===== src/rtl/sad_result_sequencer.sv =====
// Result capture and display page sequencer for the SAD search core.
// Latches each new best match and rotates XY / SAD / count pages.
module sad_result_sequencer #(
  parameter int unsigned DWELL_CYCLES = 100_000_000,
  parameter int unsigned CNT_W        = 16
) (
  input  logic        Clk,
  input  logic        Reset,
  input  logic        ResultValid,
  input  logic [31:0] XIn,
  input  logic [31:0] YIn,
  input  logic [31:0] SadIn,
  input  logic        Freeze,
  output logic        Ack,
  output logic [15:0] DispLeft,
  output logic [15:0] DispRight,
  output logic [1:0]  Page
);

  localparam int unsigned DW =
    (DWELL_CYCLES > 2) ? $clog2(DWELL_CYCLES) : 1;
  localparam logic [DW-1:0] LAST = DW'(DWELL_CYCLES - 1);

  typedef enum logic [1:0] {
    S_IDLE = 2'd0,
    S_XY   = 2'd1,
    S_SAD  = 2'd2,
    S_CNT  = 2'd3
  } state_t;

  state_t      state_q, state_d;
  logic [DW-1:0] dwell_q, dwell_d;
  logic [15:0] x_q, x_d;
  logic [15:0] y_q, y_d;
  logic [31:0] sad_q, sad_d;
  logic [CNT_W-1:0] cnt_q, cnt_d;
  logic        valid_q;
  logic        ack_q;

  logic        capture;
  logic        expire;
  logic [CNT_W+15:0] cnt_ext;
  logic        unused;

  assign capture = ResultValid & ~valid_q;
  assign expire  = (state_q != S_IDLE) && (dwell_q == LAST) && !Freeze;
  assign cnt_ext = {16'd0, cnt_q};

  // Only the low halves of x/y are ever displayed.
  assign unused = ^{XIn[31:16], YIn[31:16], cnt_ext[CNT_W+15:16]};

  always_ff @(posedge Clk) begin
    if (Reset) begin
      state_q <= S_IDLE;
    end else begin
      state_q <= state_d;
    end
  end

  always_comb begin
    state_d = state_q;
    priority case (1'b1)
      capture: state_d = S_XY;
      expire: begin
        case (state_q)
          S_XY:    state_d = S_SAD;
          S_SAD:   state_d = S_CNT;
          S_CNT:   state_d = S_XY;
          default: state_d = state_q;
        endcase
      end
      default: state_d = state_q;
    endcase
  end

  always_comb begin
    DispLeft  = 16'd0;
    DispRight = 16'd0;
    unique case (state_q)
      S_XY: begin
        DispLeft  = x_q;
        DispRight = y_q;
      end
      S_SAD: begin
        DispLeft  = sad_q[31:16];
        DispRight = sad_q[15:0];
      end
      S_CNT: begin
        DispLeft  = 16'd0;
        DispRight = cnt_ext[15:0];
      end
      default: begin
        DispLeft  = 16'd0;
        DispRight = 16'd0;
      end
    endcase
  end

  assign Page = state_q;
  assign Ack  = ack_q;

  always_comb begin
    x_d     = x_q;
    y_d     = y_q;
    sad_d   = sad_q;
    cnt_d   = cnt_q;
    dwell_d = dwell_q;
    if (capture) begin
      x_d   = XIn[15:0];
      y_d   = YIn[15:0];
      sad_d = SadIn;
      if (cnt_q != {CNT_W{1'b1}}) cnt_d = cnt_q + CNT_W'(1);
    end
    priority case (1'b1)
      capture:            dwell_d = '0;
      state_q == S_IDLE:  dwell_d = '0;
      Freeze:             dwell_d = dwell_q;
      expire:             dwell_d = '0;
      default:            dwell_d = dwell_q + DW'(1);
    endcase
  end

  always_ff @(posedge Clk) begin
    if (Reset) begin
      dwell_q <= '0;
      x_q     <= '0;
      y_q     <= '0;
      sad_q   <= '0;
      cnt_q   <= '0;
      valid_q <= 1'b0;
      ack_q   <= 1'b0;
    end else begin
      dwell_q <= dwell_d;
      x_q     <= x_d;
      y_q     <= y_d;
      sad_q   <= sad_d;
      cnt_q   <= cnt_d;
      valid_q <= ResultValid;
      ack_q   <= capture;
    end
  end

endmodule


===== config.mk =====
export PLATFORM = sky130hd
export DESIGN_NAME = sad_result_sequencer
export DESIGN_NICKNAME = d
export VERILOG_FILES = /design/src/rtl/sad_result_sequencer.sv
export SDC_FILE = /design/constraint.sdc
export NUM_CORES = 1
export LEC_CHECK = 0
export ABC_AREA = 1
export CAP_MARGIN = 0
export CORE_MARGIN = 3
export CORE_UTILIZATION = 50
export CTS_BUF_LIST = sky130_fd_sc_hd__clkbuf_2 sky130_fd_sc_hd__clkbuf_4 sky130_fd_sc_hd__clkbuf_8
export DETAILED_ROUTE_END_ITERATION = 10
export DONT_BUFFER_PORTS = 1
export HOLD_SLACK_MARGIN = 0.15
export PLACE_DENSITY_LB_ADDON = 0.25
export SLEW_MARGIN = 10
export SYNTH_ARGS = -nofsm -noshare
export SYNTH_HDL_FRONTEND = slang
export SYNTH_SLANG_ARGS = --single-unit

===== constraint.sdc =====
create_clock -name Clk -period 1.79 [get_ports Clk]
set_input_delay 0.179 -clock Clk [delete_from_list [all_inputs] [get_ports Clk]]
set_output_delay 0.179 -clock Clk [all_outputs]
set_load 0.01 [all_outputs]

Figure 1. Close-up of the layout (run 1).
Scale bar: 20 µm. Region (2, 2) to (52, 52) µm. Cells in gray, sequential cells in the stronger gray; small squares are vias.
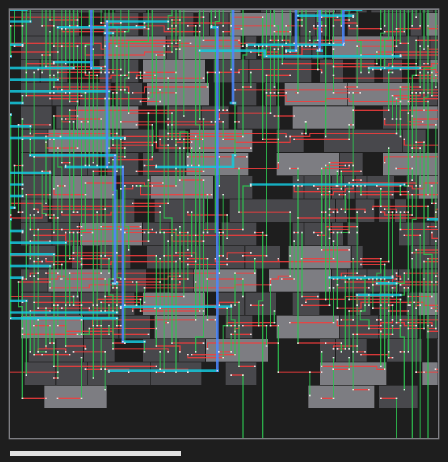
layer	color
M4	blue
M1	red
M2	green
M3	cyan
most frequent	dfxtp_1 (28), a22o_1 (24), dlygate4sd3_1 (22)
cells with their middle in the window	171
netlist names of flops here include	sad_q (9), dwell_q (8), x_q (8)
sequential cells in the window	30

Figure 2. Placed standard cells (run 1).
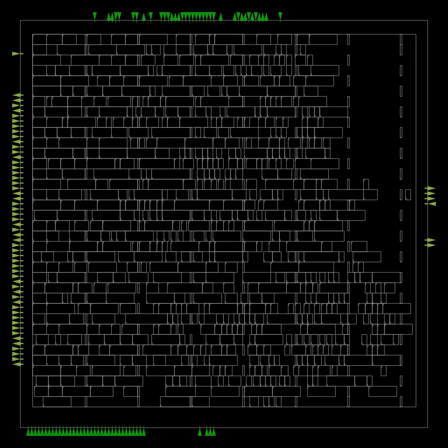
Row Count: 36
Seq/total area: 0.318
Finished Layout Cells: 887

==> flow_metrics.py, run 1 <==
# Generated from Yosys and OpenROAD reports
metrics = {
    "timing": {
        "rsz0062_at_grt": "true",
        "whs_ps": 234,
        "tightest_slew_ps": 874,
        "max_freq_ghz": 0.530,
        "fin_ws_ps": -96.9,
        "drv_slew": 0,
        "hold_viol_final": 0,
        "setup_viol_count_final": 23,
        "period_minus_slack_ps": 1890,
        "finalClockSkew_ps": 11.5,
        "setup_tns_ps": -875,
        "period_used_share": 1.05,
        "max_slew_margin": 0.415,
    },
    "clock_tree": {
        "cts_root_buf": "clkbuf_8",
        "cts.sinks": 111,
        "path_clk_slew_ps": 100,
        "cts.htree.levels": 3,
        "insertion_delay_ps": 390,
        "numCtsBuffers": 9,
        "cts_buffer_depth": 2,
        "cts_tree": "done",
    },
    "setup_path": {
        "critPathKind": "flop to output port",
        "crit_chain": "buf_6, ha_4, clkinvlp_4, o211ai_1, nand2_1, inv_2",
        "cpPeakStageDelay_ps": 360,
        "arrival_ps": 1710,
        "cp_slowest_cell": "dfxtp_2",
        "cp.required_ps": 1610,
        "start_kind": "flop",
        "cp_max_fo": 6,
        "cp-end-kind": "output port",
    },
    "detailed_routing": {
        "via_per_inst": 5.72,
        "wire_per_inst_um": 18.6,
        "drtIter0Drc": 346,
        "vias": 5075,
        "first_pass_iters": 5,
        "wl_mm": 16.5,
        "route.detailed.drc": 0,
        "ant_nets": 0,
    },
    "place": {
        "place_congestion": 0.901,
        "portBuffers": 0,
        "placed_area_mm2": 0.00535,
        "hpwl_mm": 8.98,
    },
    "synth": {
        "synth_warnings": 0,
        "synthDistinctLibCells": 36,
        "async_flop_share": 0,
        "synth.avg_cell_area_um2": 7.71,
        "synth-area-yosys_mm2": 0.00510,
        "ys.flops": 111,
        "top_cells_by_count": "nand2_1, dfxtp_1, a22o_1",
        "largest_area_cell": "dfxtp_1",
        "ys_cells": 662,
        "edf_count": 0,
        "synthFlopType": "dfxtp_1",
        "most_common_cell": "nand2_1",
        "area_leaders": "dfxtp_1, nand2_1, a22o_1, nor2_1, inv_1",
        "top_cell_area_share": 0.436,
        "ys_seq_share": 0.436,
        "syn-num-nets": 768,
        "netlist_area_mm2": 0.00510,
        "synth_cells": 662,
    },
    "run": {
        "cap_violations": 0,
        "warnings": 63,
    },
    "finish": {
        "regArea_mm2": 0.00223,
        "diodes": 0,
        "final.fill_count": 661,
        "area_growth_syn_to_layout_pct": 37.1,
        "layout.nets": 855,
        "stdcell_area_mm2": 0.00700,
        "drive_above_1_share": 0.219,
        "logic_area_mm2": 0.00290,
    },
    "die": {
        "core_mm2": 0.00986,
        "die_h_um": 107,
        "io_pins": 135,
        "fp_util": 0.517,
        "chipArea_mm2": 0.0115,
        "die_x_um": 107,
    },
    "power_and_ir_drop": {
        "p_int_uw": 3560,
        "ir_worst_vdd_mv": 0.664,
        "seq_power_share": 0.543,
        "sw_frac_of_total": 0.267,
        "power_frac_comb": 0.117,
        "p_leak_uw": 0.00282,
        "power.switching_uw": 1300,
        "power.density_mw_per_mm2": 695,
        "clock_power_share": 0.339,
    },
    "run_status": {
        "violations": "setup timing",
        "status": "complete, but fails checks",
    },
    "grt": {
        "grt_usage": 0.252,
        "grt_pass1_vias": 4710,
        "grt_max_degree": 66,
        "grt_pass1_wl_mm": 23.2,
        "antenna_found_initial": 0,
        "grt.overflow.total": 0,
    },
    "hold_path": {
        "hp-class": "input pin to flop",
    },
}
Figure 3. Signal metal coverage by tile (run 1).
Scale bar: 20 µm. 21 x 21 tiles, from black (low) to pale yellow (high), scaled to the fullest tile. Values are wire area over tile area, all layers added.
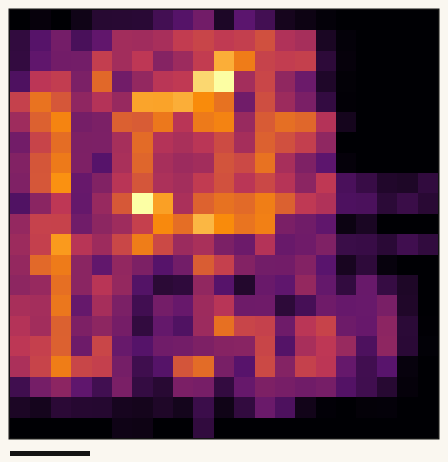
mean over tiles	0.24
nearly empty tiles	18%
tiles over half the peak	24%
fullest tile	0.76
emptiest ninth of the die	upper right
densest ninth of the die	top center

[run 1: critical path: cells and delay by family (launching register included)]
kind | cells | cell delay (ps)
buffers and inverters | 3 | 420
DFF | 1 | 360
AOI/OAI and AO/OA | 1 | 270
adders and majority gates | 1 | 170
and+or+nand+nor | 1 | 110
[run 1: power by group through the flow]
stage | Combinational (µW) | Sequential (µW) | Clock, µW
2_1_floorplan | 226 | 2660 | 0
3_3_place_gp | 293 | 2670 | 0
3_5_place_dp | 302 | 2670 | 0
4_1_cts | 473 | 2620 | 1630
5_1_grt | 602 | 2650 | 1740
6_report | 569 | 2640 | 1650
[run 1: routing by layer]
layer / routed length, µm / track usage
met4: 583 / 0.102
met5: 0 / 0
met3: 1260 / 0.0584
met2: 8040 / 0.411
met1: 6650 / 0.322
[run 1: state kept, by name (all words and copies together) (netlist names)]
signal   flops
cnt_q       16
y_q         16
valid_q      1
Ack          1
Page         2
sad_q       32
dwell_q     27
x_q         16
[run 1: cell type report]
class / instances / area share
Clock buffer: 10 / 0.0197
Clock inverter: 6 / 0.0107
Inverter: 62 / 0.0347
Multi-Input combinational cell: 457 / 0.414
Sequential cell: 111 / 0.318
Tap cell: 133 / 0.0238
Timing Repair Buffer: 107 / 0.178
Timing Repair inverter: 1 / 0.00107
[run 1: kinds of logic after synthesis]
family / after synthesis / share of synthesized area
AND-OR/OR-AND: 118 / 0.169
XOR/XNOR: 23 / 0.0395
adder cells (fa/ha/maj): 6 / 0.0147
buffers and inverters: 94 / 0.0787
flip-flops: 111 / 0.436
AND/OR/NAND/NOR: 310 / 0.263
[run 1: timing repair]
action / in CTS / in global routing
hold buffers: 68 / 0
gates resized: 31 / 97
setup endpoints to repair: 31 / 65
endpoints found under the hold margin: 91 / 0
setup buffers: 1 / 7
pin swaps: 3 / 33
cloned: 3 / 6
[run 1: layout by cell type (no fill, tap or decap), drive strengths merged]
master / instances
a21oi: 37
a22o: 64
a31oi: 1
buf: 33
bufinv: 1
clkbuf: 16
clkinv: 2
clkinvlp: 3
dfxtp: 111
dlygate4sd3: 66
dlymetal6s4s: 2
ha: 6
inv: 63
nand2: 180
nand3: 28
nand3b: 1
nand4: 8
nor2: 67
nor3: 18
nor3b: 3
nor4: 2
o211ai: 10
o21ai: 6
or2: 3
xnor2: 4
xor2: 19
[run 1: through the flow]
step | cells | utilization | power [µW] | setup slack, ps
after floorplan | 662 | - | 2890 | 89.7
after global placement | 786 | 0.542 | 2960 | 141
after detailed placement | 786 | 0.542 | 2970 | 102
after CTS | 874 | 0.650 | 4720 | -62.5
after global routing | 887 | 0.709 | 4990 | -143
final | 887 | 0.709 | 4860 | -96.9
[run 1: path summary, 6_finish.rpt]
path                                   to  cells after the start  slack (ps)               startpoint
hold / removal    dwell_q[1]$_SDFFE_PP0N_                      6         230                    Reset
setup / recovery             DispRight[3]                      6        -100     Page[0]$_SDFFE_PP0P_
hold reg to reg   dwell_q[1]$_SDFFE_PP0N_                      2         500  dwell_q[1]$_SDFFE_PP0N_
setup reg to reg     Page[0]$_SDFFE_PP0P_                      9          70     Page[1]$_SDFFE_PP0P_
--- run 2 (diff from run 1) ---
--- a/config.mk
+++ b/config.mk
@@ -9,7 +9,7 @@
 export CAP_MARGIN = 0
 export CORE_MARGIN = 3
 export CORE_UTILIZATION = 50
-export CTS_BUF_LIST = sky130_fd_sc_hd__clkbuf_2 sky130_fd_sc_hd__clkbuf_4 sky130_fd_sc_hd__clkbuf_8
+export CTS_BUF_LIST = sky130_fd_sc_hd__clkbuf_4 sky130_fd_sc_hd__clkbuf_8
 export DETAILED_ROUTE_END_ITERATION = 10
 export DONT_BUFFER_PORTS = 1
 export HOLD_SLACK_MARGIN = 0.15
Figure 4. Signal metal coverage by tile (run 2).
Scale bar: 20 µm. 21 x 21 tiles, from black (low) to pale yellow (high), scaled to the fullest tile. Values are wire area over tile area, all layers added.
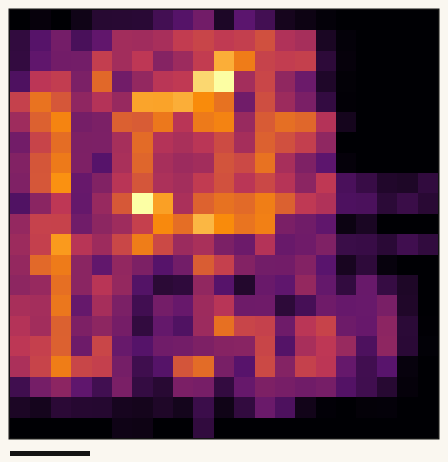
mean over tiles	0.24
emptiest ninth of the die	upper right
fullest tile	0.76
tiles over half the peak	24%
Avg WL per Cell: 18.6 µm
DR vias: 5075
Global Route Usage Sum: 0.252

==> run 2 against run 1 <==
Against the previous run:
- the run still ends with setup timing left
- critical path type unchanged
- largest power group unchanged
- non-clock buffer count did not move
- clock skew did not move
- core utilization did not move
- cell area did not move
- sequential power barely moved
- hold slack did not move
- synthesized area did not move
- die area did not move
- clock-buffer cell count did not move
- final cell count did not move
- clock power barely moved
==> flow_metrics.py, run 2 <==
# Generated from Yosys and OpenROAD reports
metrics = {
    "timing": {
        "finalClockSkew_ps": 11.5,
        "hold_viol_final": 0,
        "tightest_slew_ps": 874,
        "setup_tns_ps": -875,
        "whs_ps": 234,
        "setup_viol_count_final": 23,
        "max_slew_margin": 0.415,
        "rsz0062_at_grt": "true",
        "drv_slew": 0,
        "period_used_share": 1.05,
        "fin_ws_ps": -96.9,
        "period_minus_slack_ps": 1890,
        "max_freq_ghz": 0.530,
    },
    "finish": {
        "layout_top_cell": "nand2_1",
        "drive_above_1_share": 0.219,
        "lay_top_cells": "nand2_1, dfxtp_1, dlygate4sd3_1",
        "top_register": "sad_q",
        "reg_top3": "sad_q (32), dwell_q (27)",
        "stdcell_area_mm2": 0.00700,
        "diodes": 0,
        "layout.nets": 855,
        "largest_reg_flops": 32,
        "area_growth_syn_to_layout_pct": 37.1,
    },
    "clock_tree": {
        "cts.htree.levels": 3,
        "insertion_delay_ps": 390,
        "cts_root_buf": "clkbuf_8",
        "path_clk_slew_ps": 100,
        "cts_tree": "done",
        "cts_buffer_depth": 2,
        "cts.sinks": 111,
        "numCtsBuffers": 9,
    },
    "setup_path": {
        "cp-end-kind": "output port",
        "critPathKind": "flop to output port",
        "start_kind": "flop",
        "reg2regPathDepth": 9,
        "timing.rr.start": "Page[1]$_SDFFE_PP0P_",
        "arrival_ps": 1710,
        "startpoint": "Page[0]$_SDFFE_PP0P_",
        "cp.required_ps": 1610,
        "cp_max_fo": 6,
    },
    "die": {
        "fp_util": 0.517,
        "fp-row-count": 36,
        "io_pins": 135,
        "die_h_um": 107,
        "die_x_um": 107,
        "chipArea_mm2": 0.0115,
    },
    "synth": {
        "syn-num-nets": 768,
        "edf_count": 0,
        "ys.flops": 111,
        "netlist_area_mm2": 0.00510,
        "synth.avg_cell_area_um2": 7.71,
        "top_cells_by_count": "nand2_1, dfxtp_1, a22o_1",
        "ys_seq_share": 0.436,
        "synthFlopType": "dfxtp_1",
        "area_leaders": "dfxtp_1, nand2_1, a22o_1, nor2_1, inv_1",
        "synth-area-yosys_mm2": 0.00510,
        "most_common_cell": "nand2_1",
        "largest_area_cell": "dfxtp_1",
        "synth_cells": 662,
        "synthDistinctLibCells": 36,
        "top_cell_area_share": 0.436,
        "ys_cells": 662,
        "synth_warnings": 0,
        "async_flop_share": 0,
    },
    "place": {
        "placed_area_mm2": 0.00535,
        "portBuffers": 0,
        "dp_slack_ps": 102,
        "place_congestion": 0.901,
        "hpwl_mm": 8.98,
    },
    "grt": {
        "grt_max_degree": 66,
        "grt_pass1_wl_mm": 23.2,
        "antenna_found_initial": 0,
        "grt.overflow.total": 0,
        "grt_pass1_vias": 4710,
    },
    "detailed_routing": {
        "dr.max_layer_used": "met4",
        "route.detailed.drc": 0,
        "wl_mm": 16.5,
        "via_per_inst": 5.72,
        "met1_length_mm": 6.65,
        "drtIter0Drc": 346,
        "dr_wl_met3_mm": 1.26,
        "wl_met2_mm": 8.04,
        "ant_nets": 0,
        "first_pass_iters": 5,
    },
    "hold_path": {
        "min_path_cells": 6,
        "hp-class": "input pin to flop",
        "holdCritStartpoint": "Reset",
    },
    "power_and_ir_drop": {
        "sw_frac_of_total": 0.267,
        "power.density_mw_per_mm2": 695,
        "p_int_uw": 3560,
        "clock_power_share": 0.339,
        "power_frac_comb": 0.117,
        "seq_power_share": 0.543,
        "ir_worst_vdd_mv": 0.664,
        "p_leak_uw": 0.00282,
        "power.switching_uw": 1300,
    },
    "run_status": {
        "violations": "setup timing",
        "status": "complete, but fails checks",
    },
    "run": {
        "warnings": 63,
        "cap_violations": 0,
    },
}
Figure 5. Placed standard cells (run 2).
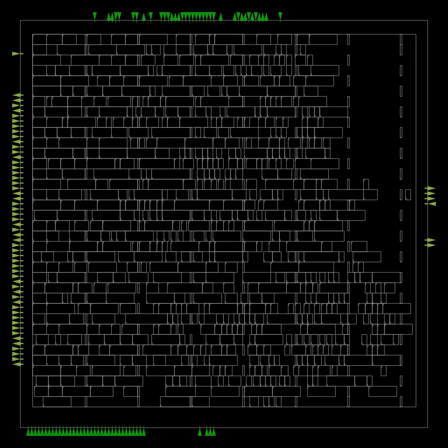
registers: 111
Finished Core Util: 0.709
area of the core: 0.00986 mm²
# fillers: 661
# Taps: 133

==> run 2: cell counts after synthesis <==
No cell type changed its count.
==> run 2: per-layer routing <==
| layer | track usage | vias up |
|---|---|---|
| met5 | 0 | - |
| met4 | 0.102 | 0 |
| met3 | 0.0584 | 49 |
| met2 | 0.411 | 278 |
| met1 | 0.322 | 2387 |
| li1 | - | 2361 |
==> run 2: power by group through the flow <==
stage	sequential, µW	combinational (µW)	clock, µW
after global routing	2650	602	1740
after detailed placement	2670	302	0
after floorplan	2660	226	0
after global placement	2670	293	0
final	2640	569	1650
after CTS	2620	473	1630
==> run 2: layout make-up <==
class | instances | area (µm²) | area share
clock buffers | 10 | 138 | 0.0197
clock inverters | 6 | 75.1 | 0.0107
inverters | 62 | 243 | 0.0347
multi-input cells | 457 | 2900 | 0.414
flip-flops and latches | 111 | 2230 | 0.318
well taps | 133 | 166 | 0.0238
repair buffers | 107 | 1240 | 0.178
repair inverters | 1 | 7.51 | 0.00107
==> run 2: worst paths after layout <==
path / end / slack [ps]
min: dwell_q[1]$_SDFFE_PP0N_ / 230
max reg2reg: Page[0]$_SDFFE_PP0P_ / 70
max: DispRight[3] / -100
min reg2reg: dwell_q[1]$_SDFFE_PP0N_ / 500
==> run 2: per-stage QoR <==
stage,cells,util,total power [µW]
finish,887,0.709,4860
global route,887,0.709,4990
CTS,874,0.650,4720
detailed placement,786,0.542,2970
global placement,786,0.542,2960
floorplan,662,-,2890
==> run 2: repair_timing <==
| action | 4_1_cts | 5_1_grt |
|---|---|---|
| setup endpoints to repair | 31 | 65 |
| resized | 31 | 97 |
| hold buffers | 68 | 0 |
| buffers inserted | 1 | 7 |
| gates cloned | 3 | 6 |
| pin swaps | 3 | 33 |
| hold endpoints to repair | 91 | 0 |
==> run 2: worst max-delay path, cell delays in order (launching register included) <==
cell	delay (ps)
dfxtp_2	360
buf_6	130
ha_4	170
clkinvlp_4	200
o211ai_1	270
nand2_1	110
inv_2	90
==> run 2: kinds of logic after synthesis <==
logic type | count (synthesis) | share of synthesized area
fa+ha+maj | 6 | 0.0147
simple gates | 310 | 0.263
xor+xnor | 23 | 0.0395
buf+inv | 94 | 0.0787
compound gates | 118 | 0.169
flops | 111 | 0.436
Power figures rest on the tool's default switching activity, not on a simulated workload.
